Fig. 1: run 1, signal metal coverage by tile
The die is cut into 18 by 18 equal tiles; dark blue is low, red is high, scaled to the fullest tile. Values are wire area over tile area, all layers added.
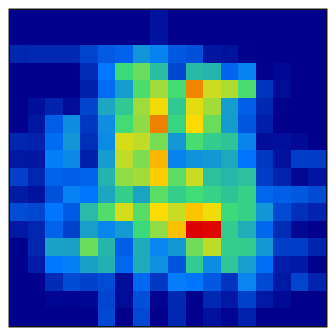
Fig. 2: run 1, supply network
Scale bar: 20 microns. Pins as bars on the die edge. Tap cells in gray.
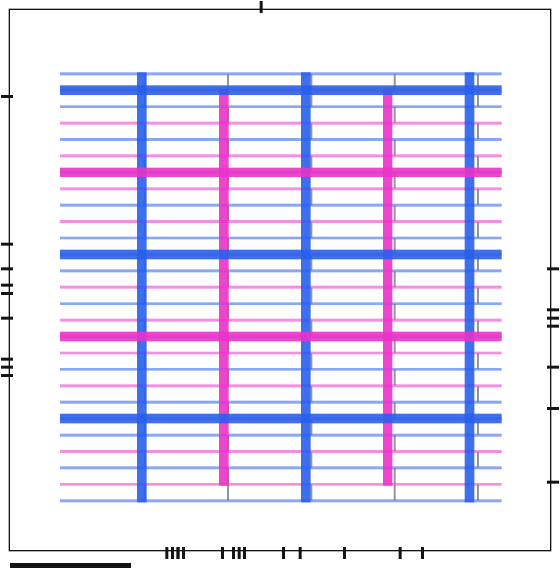
Fig. 3: run 1, placed standard cells
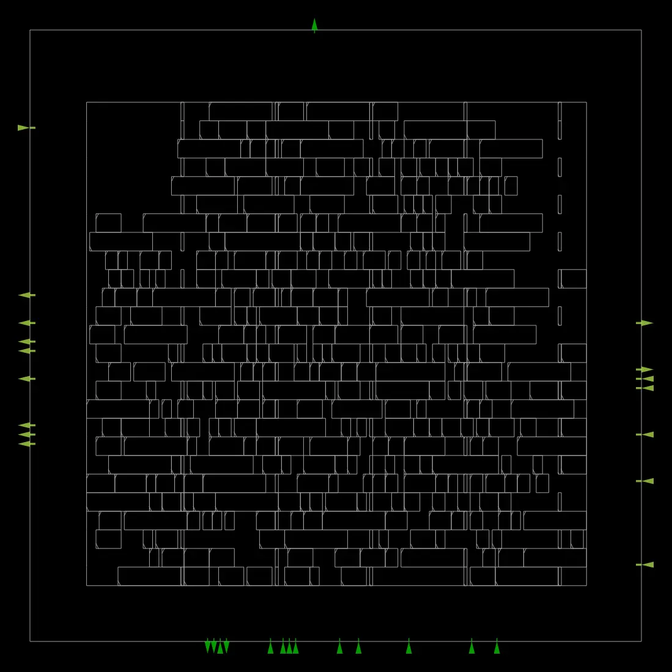
Fig. 4: run 1, cells colored by class
Fill, decap, tap and diode cells in gray.
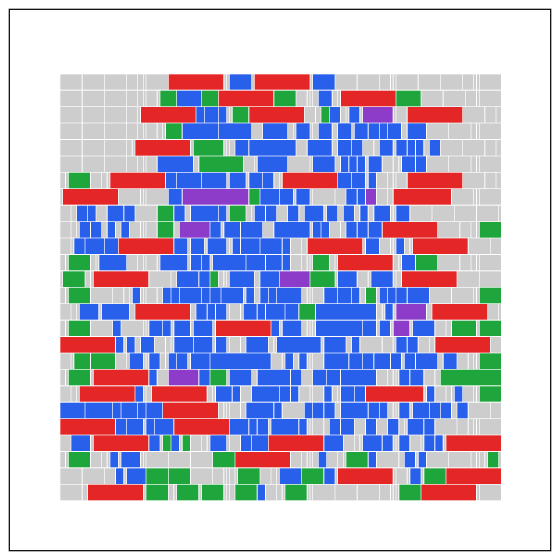
==> config.mk <==
export PLATFORM = sky130hd
export DESIGN_NAME = data_island_scheduler
export DESIGN_NICKNAME = d
export VERILOG_FILES = /design/src/rtl/data_island_scheduler.sv
export SDC_FILE = /design/constraint.sdc
export NUM_CORES = 1
export LEC_CHECK = 0
export CORE_MARGIN = 8
export CORE_UTILIZATION = 51
export DETAILED_ROUTE_END_ITERATION = 6
export GPL_TIMING_DRIVEN = 0
export PLACE_DENSITY = 0.76
export SLEW_MARGIN = 20
export SYNTH_ARGS = -nofsm -noshare
export SYNTH_HDL_FRONTEND = slang
export SYNTH_SLANG_ARGS = --single-unit
==> constraint.sdc <==
create_clock -name clk_pixel -period 2.6 [get_ports clk_pixel]
set_clock_uncertainty 0.1 [all_clocks]
set_input_delay 0.52 -clock clk_pixel [delete_from_list [all_inputs] [get_ports clk_pixel]]
set_output_delay 0.52 -clock clk_pixel [all_outputs]
set_load 0.03 [all_outputs]
==> src/rtl/data_island_scheduler.sv <==
// Data island scheduler: walks each blanking interval through lead-in control, preamble,
// guard bands and 32-pixel packets, then releases control until the blanking ends.
module data_island_scheduler #(
    parameter int LEAD_CONTROL  = 4,
    parameter int TRAIL_RESERVE = 12,
    parameter int MAX_PACKETS   = 18
) (
    input  logic        clk_pixel,
    input  logic        reset_n,
    input  logic        blank_start,
    input  logic [11:0] blank_len,
    input  logic        packet_pending,
    output logic [1:0]  island_mode,
    output logic        packet_enable,
    output logic [4:0]  packet_pixel_counter,
    output logic [4:0]  packets_sent,
    output logic        sched_error
);

    typedef enum logic [2:0] {
        S_IDLE, S_LEAD, S_PREAMBLE, S_LGUARD, S_PACKET, S_TGUARD, S_TAIL
    } state_t;

    localparam logic [1:0]  M_CONTROL  = 2'd0;
    localparam logic [1:0]  M_PREAMBLE = 2'd1;
    localparam logic [1:0]  M_GUARD    = 2'd2;
    localparam logic [1:0]  M_PACKET   = 2'd3;

    localparam logic [11:0] LEAD_LAST  = 12'(LEAD_CONTROL - 1);
    // rem_q counts this cycle, so "pixels left after this cycle" is rem_q - 1
    localparam logic [11:0] ISLAND_MIN = 12'(45 + TRAIL_RESERVE);
    localparam logic [11:0] PACKET_MIN = 12'(35 + TRAIL_RESERVE);
    localparam logic [4:0]  MAX_PK     = 5'(MAX_PACKETS);

    state_t      state_q;
    logic [11:0] rem_q;
    logic [11:0] ph_q;
    logic [4:0]  pix_q;
    logic [4:0]  sent_q;
    logic [1:0]  mode_q;
    logic        err_q;

    logic expiring;
    logic go_island;
    logic go_packet;
    logic lguard_last;
    logic pkt_last;

    assign expiring    = (rem_q <= 12'd1);
    assign go_island   = packet_pending && (rem_q >= ISLAND_MIN);
    assign go_packet   = (sent_q < MAX_PK) && packet_pending && (rem_q >= PACKET_MIN);
    assign lguard_last = (state_q == S_LGUARD) && (ph_q == 12'd1);
    assign pkt_last    = (state_q == S_PACKET) && (pix_q == 5'd31);

    // The strobe must reflect the packet_pending sampled at the decision pixel itself.
    assign packet_enable = !blank_start && !expiring && (lguard_last || (pkt_last && go_packet));

    assign island_mode          = mode_q;
    assign packet_pixel_counter = pix_q;
    assign packets_sent         = sent_q;
    assign sched_error          = err_q;

    always_ff @(posedge clk_pixel or negedge reset_n) begin
        if (!reset_n) begin
            state_q <= S_IDLE;
            rem_q   <= 12'd0;
            ph_q    <= 12'd0;
            pix_q   <= 5'd0;
            sent_q  <= 5'd0;
            mode_q  <= M_CONTROL;
            err_q   <= 1'b0;
        end else begin
            err_q <= 1'b0;
            if (blank_start) begin
                state_q <= S_LEAD;
                rem_q   <= blank_len;
                ph_q    <= 12'd0;
                pix_q   <= 5'd0;
                sent_q  <= 5'd0;
                mode_q  <= M_CONTROL;
                err_q   <= (state_q != S_IDLE);
            end else if (state_q != S_IDLE) begin
                rem_q <= rem_q - 12'd1;
                if (expiring) begin
                    state_q <= S_IDLE;
                    rem_q   <= 12'd0;
                    ph_q    <= 12'd0;
                    pix_q   <= 5'd0;
                    mode_q  <= M_CONTROL;
                end else begin
                    case (state_q)
                        S_LEAD: begin
                            if (ph_q == LEAD_LAST) begin
                                ph_q <= 12'd0;
                                if (go_island) begin
                                    state_q <= S_PREAMBLE;
                                    mode_q  <= M_PREAMBLE;
                                end else begin
                                    state_q <= S_TAIL;
                                end
                            end else begin
                                ph_q <= ph_q + 12'd1;
                            end
                        end
                        S_PREAMBLE: begin
                            if (ph_q == 12'd7) begin
                                state_q <= S_LGUARD;
                                mode_q  <= M_GUARD;
                                ph_q    <= 12'd0;
                            end else begin
                                ph_q <= ph_q + 12'd1;
                            end
                        end
                        S_LGUARD: begin
                            if (ph_q == 12'd1) begin
                                state_q <= S_PACKET;
                                mode_q  <= M_PACKET;
                                ph_q    <= 12'd0;
                                pix_q   <= 5'd0;
                                sent_q  <= sent_q + 5'd1;
                            end else begin
                                ph_q <= ph_q + 12'd1;
                            end
                        end
                        S_PACKET: begin
                            if (pix_q == 5'd31) begin
                                pix_q <= 5'd0;
                                if (go_packet) begin
                                    sent_q <= sent_q + 5'd1;
                                end else begin
                                    state_q <= S_TGUARD;
                                    mode_q  <= M_GUARD;
                                    ph_q    <= 12'd0;
                                end
                            end else begin
                                pix_q <= pix_q + 5'd1;
                            end
                        end
                        S_TGUARD: begin
                            if (ph_q == 12'd1) begin
                                state_q <= S_TAIL;
                                mode_q  <= M_CONTROL;
                                ph_q    <= 12'd0;
                            end else begin
                                ph_q <= ph_q + 12'd1;
                            end
                        end
                        default: ;
                    endcase
                end
            end
        end
    end

endmodule

==> notes.org, run 1 <==
#+TITLE: Physical design notes

** Clock tree
- Number of buffers between clock root and the deepest sink :: 2
- CTS saw 40 sinks.
- Clock slew at the register clock pins of the worst setup and hold paths :: 0.08 ns
- Looking at the clock tree report, the H-tree level count equals 2.
- TritonCTS built the clock tree.
- In this run, CTS created clock tree buffers numbering 5.

** Run status
- Result of the run :: finished, violations left
- Violated checks :: negative setup slack

** Pwr
- Static leakage :: 1.416 nW
- Design internal power :: 1.817 mW
- Leading power group :: combinational logic
- The script computed the net switching share of total power as 0.4401.
- The power report puts the net switching power at 1.428 mW.
- For this design the ratio of total power to cell area is 941.2 nW/um^2.

** Logic synthesis
- Synthesized instance count :: 310
- Of the synthesized area, sequential elements account for 0.3638.
- Top area contributor share :: 0.3638
- Average cell area after synthesis :: 8.875 sq um
- Of all flip-flops after synthesis, the portion carrying an async set or reset was 1.000.
- The synthesis stat section lists a flop and latch total of 40.
- Post-synth mux share :: 0.03365
- The commonest cells after synthesis are 40 x sky130_fd_sc_hd__dfrtp_1, 31 x sky130_fd_sc_hd__nand2_1, 30 x sky130_fd_sc_hd__nor2_1.
- By area the synthesized netlist is led by sky130_fd_sc_hd__dfrtp_1 36%, sky130_fd_sc_hd__ha_1 4.5%, sky130_fd_sc_hd__nand2_1 4.2%.
- Counting distinct cell types in the post-synthesis netlist gives 64.
- Dominant cell by count in the synthesized netlist :: sky130_fd_sc_hd__dfrtp_1
- Synthesized netlist net count :: 336

** Run
- Max-cap violations in this run came to 0.

** Detailed routing
- Remaining routing DRC violations :: 0
- Number of vias per cell after detailed routing :: 6.253
- Detailed-routing wirelength on met1 :: 3.327 mm
- Wire segments on met2 add up to 3.569 mm in the final route.

** Global route
- Entering global routing, the biggest net connects 22 pins.
- GRT Max-Usage Layer :: met2
- Remaining Overflow, GRT :: 0
- Antenna violations before repair :: 0

** Timing
- Slew @ Worst Pin :: 0.5861 ns
- Per the slew report, the remaining headroom to the max-slew limit stands at 0.6071.
- The final timing report gives a worst setup slack of -0.1552 ns.
- Setup-failing EPs final :: 2
- Counting I/O delays and the setup requirement, the final critical path takes 2.755 ns.

** Layout
- Leaving out fill and tap cells, the most frequent cells in the layout are 38 x sky130_fd_sc_hd__dfrtp_1, 29 x sky130_fd_sc_hd__nand2_1, 27 x sky130_fd_sc_hd__clkdlybuf4s50_1, 26 x sky130_fd_sc_hd__nor2_1, 19 x sky130_fd_sc_hd__a21oi_1.
- The layout stage reports a final design area of 3448 sq um.

** Worst setup path
- The worst setup path is captured at an output pin.
- At the worst endpoint, the arrival time is 2.14 ns.
- Source of the critical timing path :: ph_q[6]
- R2R Path End :: ph_q[8]
- Highest net fanout along the worst path :: 7
## Picture notes: Fig. 1
28% of the tiles are nearly empty. The mean over all tiles is 0.15. The emptiest ninth of the die: upper left.
per-cell routed wire length: 17.77 microns
via total after detailed routing: 2670
Total Wirelength: 7.589 mm

## Picture notes: Fig. 2
Key: VSS = blue; VDD = magenta
The core has 26 rows. 5 straps on met5. 70 tap cells.
core box area: 5172 sq um
die boundary width: 89.45 microns
chip height: 89.45 microns
IR Drop Worst-Case VDD: 0.4758 mV

## Picture notes: Fig. 3
Seq/total area: 0.2910
layout sequential cell count: 40

## Picture notes: Fig. 4
Key: sequential cells = red [cells 40, share of their area 30%]; remaining logic cells = blue [cells 257, share of their area 52%]; clock drivers and dummy loads = purple [cells 8, share of their area 3.3%]; remaining buffers and delay cells = green [cells 52, share of their area 15%]
# rows: 26
Post-Route Utilization: 0.6667

==> run 1: worst max-delay path: stages, from the launching register on <==
cell	delay (ns)
sky130_fd_sc_hd__dfrtp_2	0.47
sky130_fd_sc_hd__or4_4	0.58
sky130_fd_sc_hd__nor4_4	0.38
sky130_fd_sc_hd__a21oi_1	0.09
sky130_fd_sc_hd__nor2_2	0.16
sky130_fd_sc_hd__buf_6	0.15
==> run 1: final cells by class <==
type                       instances  area share
clock inverter                     3     0.01234
buffer                            11     0.02322
clock buffer                       5     0.01996
multi-input combinational        245      0.4964
sequential                        40      0.2910
timing repair buffer              41      0.1187
tap                               70     0.02540
inverter                          12     0.01306
==> run 1: state kept, by name, indices dropped and copies added, names as in the netlist <==
register              cells
state_q                   3
packet_pixel_counter      5
ph_q                     12
packets_sent              5
sched_error               1
rem_q                    12
island_mode               2
## Run 2: what changed since run 1
--- a/constraint.sdc
+++ b/constraint.sdc
@@ -3,3 +3,3 @@
 set_input_delay 0.52 -clock clk_pixel [delete_from_list [all_inputs] [get_ports clk_pixel]]
 set_output_delay 0.52 -clock clk_pixel [all_outputs]
-set_load 0.03 [all_outputs]
+set_load 0.02 [all_outputs]
Fig. 5: run 2, I/O nets highlighted
Scale bar: 20 microns.
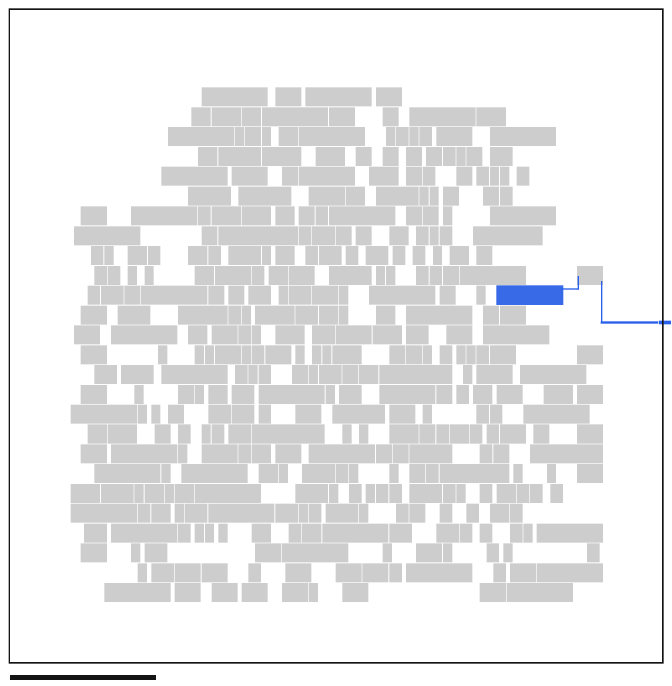
Key: sched_error = blue [bits 1, direction output, edge right, end cells 1, buffers 1, wire 17.2 microns]
PortBufs: 29
I/O Pins: 30

Fig. 6: run 2, signal metal coverage by tile
The die is cut into 18 by 18 equal tiles; dark blue is low, red is high, scaled to the fullest tile. Values are wire area over tile area, all layers added.
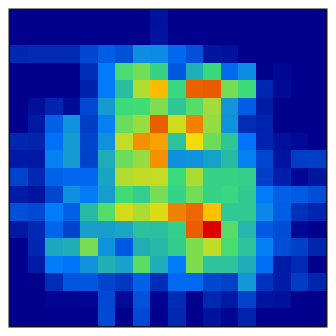
The densest ninth of the die: center. The mean over all tiles is 0.16. 28% of the tiles are nearly empty. 15% of the tiles are over half the peak. The emptiest ninth of the die: upper left.

==> run 2 against run 1 <==
Against the previous run: the flow still finishes with violations (negative setup slack); first-iteration DRC count increased by 21%; flip-flop count unchanged; highest routed layer unchanged; global-route usage unchanged; largest cell class unchanged; largest power group unchanged.
==> notes.org, run 2 <==
#+TITLE: Physical design notes

** Worst setup path
- The number of buffer and inverter stages on the critical path is 1 (unchanged).
- In this run the worst setup path begins at ph_q[6].
- The delay contributed by the slowest stage of the critical path was 0.58 ns (about the same).
- Ordered cell list for the critical path :: or4_4, nor4_4, a21oi_1, nor2_2, buf_6
- CP Depth :: 5 (unchanged)
- Crit path arrival time :: 2.11 ns (-0.03 ns)
- Gate family responsible for the most delay along the worst path :: simple AND/OR/NAND/NOR gates

** Timing
- The post-layout worst setup margin was -0.1254 ns (+0.02977 ns).
- Slew @ Worst Pin :: 0.5857 ns (-0.0004362 ns)
- Setup-failing EPs final :: 1 (-1)

** Clock tree
- The maximum buffer depth of the clock tree is 2 (unchanged).
- CTS tree :: done
- Number of buffers inserted during clock tree synthesis :: 5 (unchanged)
- Number of levels in the clock H-tree :: 2 (unchanged)

** Layout
- The combinational share of cell area is 0.4962 (about the same).
- Area-dominant class :: logic gates
- The number of combinational gates with multiple inputs was 245 (unchanged).
- The fraction of standard cell area that is sequential is 0.2865 (-0.004470).
- Non-Clock Buffer Area Fraction :: 0.1476 (+0.005681)
- The post-route cell area came to 3502 sq um (+1.6%).
- Most frequently placed logic cells in the final layout :: 38 x sky130_fd_sc_hd__dfrtp_1, 29 x sky130_fd_sc_hd__nand2_1, 27 x sky130_fd_sc_hd__clkdlybuf4s50_1, 26 x sky130_fd_sc_hd__nor2_1
- Signal inverters :: 12 (unchanged)

** Die
- Chip height :: 89.45 microns (unchanged)
- The core area is 5172 sq um (unchanged).
- Die boundary width :: 89.45 microns (unchanged)

** Pwr
- Power density relative to cell area :: 956.1 nW/um^2 (+1.6%)
- The cell-internal power came to 1.888 mW (+3.9%).
- Switching part of the total power :: 0.4363 (-0.003786)
- IR Drop Worst-Case VDD :: 0.4690 mV (-1.4%)
- The reported leakage power was 1.442 nW (+1.8%).

** Detailed routing
- The via density per instance was 6.401 (+2.4%).
- Per-cell routed wire length :: 17.84 microns (+0.38%)
- The total DRC errors in the routed layout was 0 (unchanged).
- Total Wirelength :: 7.689 mm (+1.3%)

** Global route
- Remaining Overflow, GRT :: 0 (unchanged)
- The number of antenna violations at the first check in global routing came to 0 (unchanged).

** Logic synthesis
- Post-synth mux share :: 0.03365 (unchanged)
- Ranked by instance count, the synthesized netlist is headed by 40 x sky130_fd_sc_hd__dfrtp_1, 31 x sky130_fd_sc_hd__nand2_1, 30 x sky130_fd_sc_hd__nor2_1.
- The number of standard cells after synthesis came to 310 (unchanged).
- Unique cell type count in the Yosys netlist :: 64 (unchanged)
- Top area contributor share :: 0.3638 (unchanged)
- By instance count, the leading cell after synthesis is sky130_fd_sc_hd__dfrtp_1.
- Average cell area after synthesis :: 8.875 sq um (unchanged)
- Fraction of synthesis flops using an asynchronous set or reset pin :: 1.000 (unchanged)

** Run status
- Result of the run :: finished, violations left
- Violated checks :: negative setup slack
-- run 2: cell counts after synthesis --
No cell type changed its count.
-- run 2: timing repair --
action | CTS | global route
setup endpoints to repair | 18 | 21
buffers inserted | 9 | 5
cloned | 1 | 0
pin swaps | 5 | 4
gates resized | 23 | 18
-- run 2: routing by layer --
| layer | up-vias | share of wire | global-route usage |
|---|---|---|---|
| li1 | 1278 | - | - |
| met1 | 1335 | 0.44 | 0.2634 |
| met2 | 126 | 0.47 | 0.3387 |
| met3 | 20 | 0.072 | 0.05607 |
| met4 | 0 | 0.015 | 0.05891 |
| met5 | - | 0 | 0 |
## Run 3: what changed since run 2
Settings changed: PLACE_DENSITY 0.76 to 0.75, RECOVER_POWER set to 100.
==> run 3 against run 2 <==
Against the previous run: the flow still finishes with violations (negative setup slack); power is 5.4% lower; final cell count rose by 0.93%; wire length grew 3.2%; synthesized area did not move; register-to-register slack improved by 0.04 ns; setup slack gained 0.060 ns; maximum frequency up 2.2%; non-clock buffer count increased by 5; synthesized cell count is the same; combinational power shrank 6%; sequential power barely moved; highest routed layer unchanged; core utilization down 0.48 points.
==> notes.org, run 3 <==
#+TITLE: Physical design notes

** Run status
- Result of the run :: finished, violations left
- The final reports fail on negative setup slack.

** Worst setup path
- Crit path arrival time :: 2.05 ns (-0.06 ns)
- Gate family responsible for the most delay along the worst path :: buffers and inverters
- Ordered cell list for the critical path :: dlygate4sd3_1, clkinvlp_4, o41ai_4, buf_6, nor2_2, buf_6

** Place
- PortBufs :: 29 (unchanged)

** Logic synthesis
- The fraction of synthesized cell area taken by the top area cell type was 0.3638 (unchanged).
- Unique cell type count in the Yosys netlist :: 64 (unchanged)
- The post-synthesis average cell area came to 8.875 sq um (unchanged).
- Dominant cell by count in the synthesized netlist :: sky130_fd_sc_hd__dfrtp_1
- The share of synthesized registers carrying an async set or reset was 1.000 (unchanged).

** Timing
- The count of endpoints failing setup in the final report was 3 (+2).
- The post-layout worst setup margin is -0.06562 ns (+0.05980 ns).

** Layout
- The count of non-CTS inverters in the layout is 12 (unchanged).
- The combinational share of cell area is 0.4883 (-0.007943).
- Seq/total area :: 0.2890 (+0.002422)
- The area share of buffers outside the clock network was 0.1565 (+0.008979).

** Clock tree
- Number of instances resized during post-cts repair :: 23 (unchanged)

** Global route
- Met1 routing resource usage after global routing :: 0.2777 (+0.01421)
- The global-route congestion overflow total is 0 (unchanged).

** Detailed routing
- The detailed router used layers up to and including met4.
- Sum of met2 wire segment lengths after detailed routing :: 3.682 mm (+1.4%)
- The total length of routed met3 wires came to 564 microns (+2.0%).

** Die
- I/O Pins :: 30 (unchanged)
- The core area was 5172 sq um (unchanged).
- Chip height :: 89.45 microns (unchanged)

** Pwr
- The reported leakage power was 1.486 nW (+3.1%).
==> run 3: worst reg2reg max path, stage by stage (launching register included) <==
cell,delay (ns)
sky130_fd_sc_hd__dfrtp_1,0.42
sky130_fd_sc_hd__ha_1,0.20
sky130_fd_sc_hd__and3_1,0.18
sky130_fd_sc_hd__ha_1,0.26
sky130_fd_sc_hd__nand2_1,0.10
sky130_fd_sc_hd__a22oi_1,0.25
sky130_fd_sc_hd__o21ai_2,0.20
sky130_fd_sc_hd__nor3_4,0.31
sky130_fd_sc_hd__nand4_1,0.20
sky130_fd_sc_hd__o31ai_1,0.23
==> run 3: report_power, final <==
group / switching (mW) / internal, mW / leakage, nW
Combinational: 1.03 / 0.817 / 0.922
Clock: 0.235 / 0.216 / 0.0445
Sequential: 0.140 / 0.729 / 0.519
Fig. 7: run 3, I/O nets highlighted
Scale bar: 20 microns.
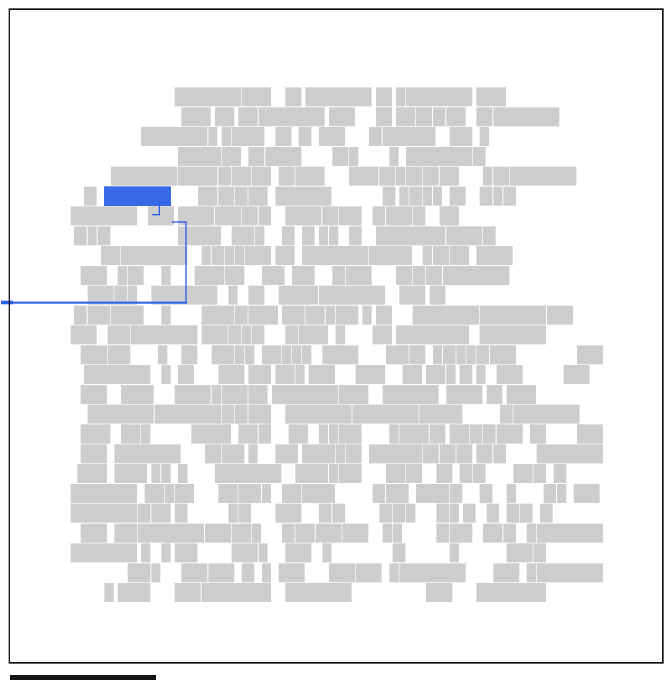
Key: sched_error = blue [bits 1, direction output, edge left, end cells 1, buffers 1, wire 40.6 microns]

Fig. 8: run 3, supply network
Scale bar: 20 microns. Pins as bars on the die edge. Tap cells in gray.
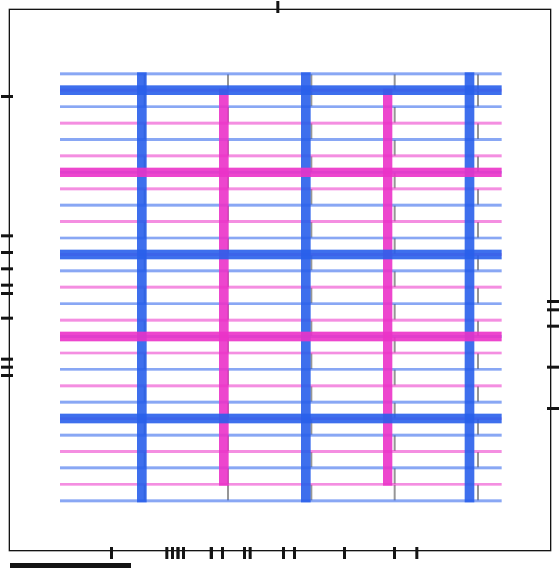
Key: VSS = blue; VDD = magenta
5 straps on met5. 27 met1 rails follow the rows. 5 straps on met4. 30 signal pins sit on the boundary. 70 tap cells.
IR Drop Worst-Case VDD: 0.5597 mV

Power is estimated from default activity; no workload was simulated.
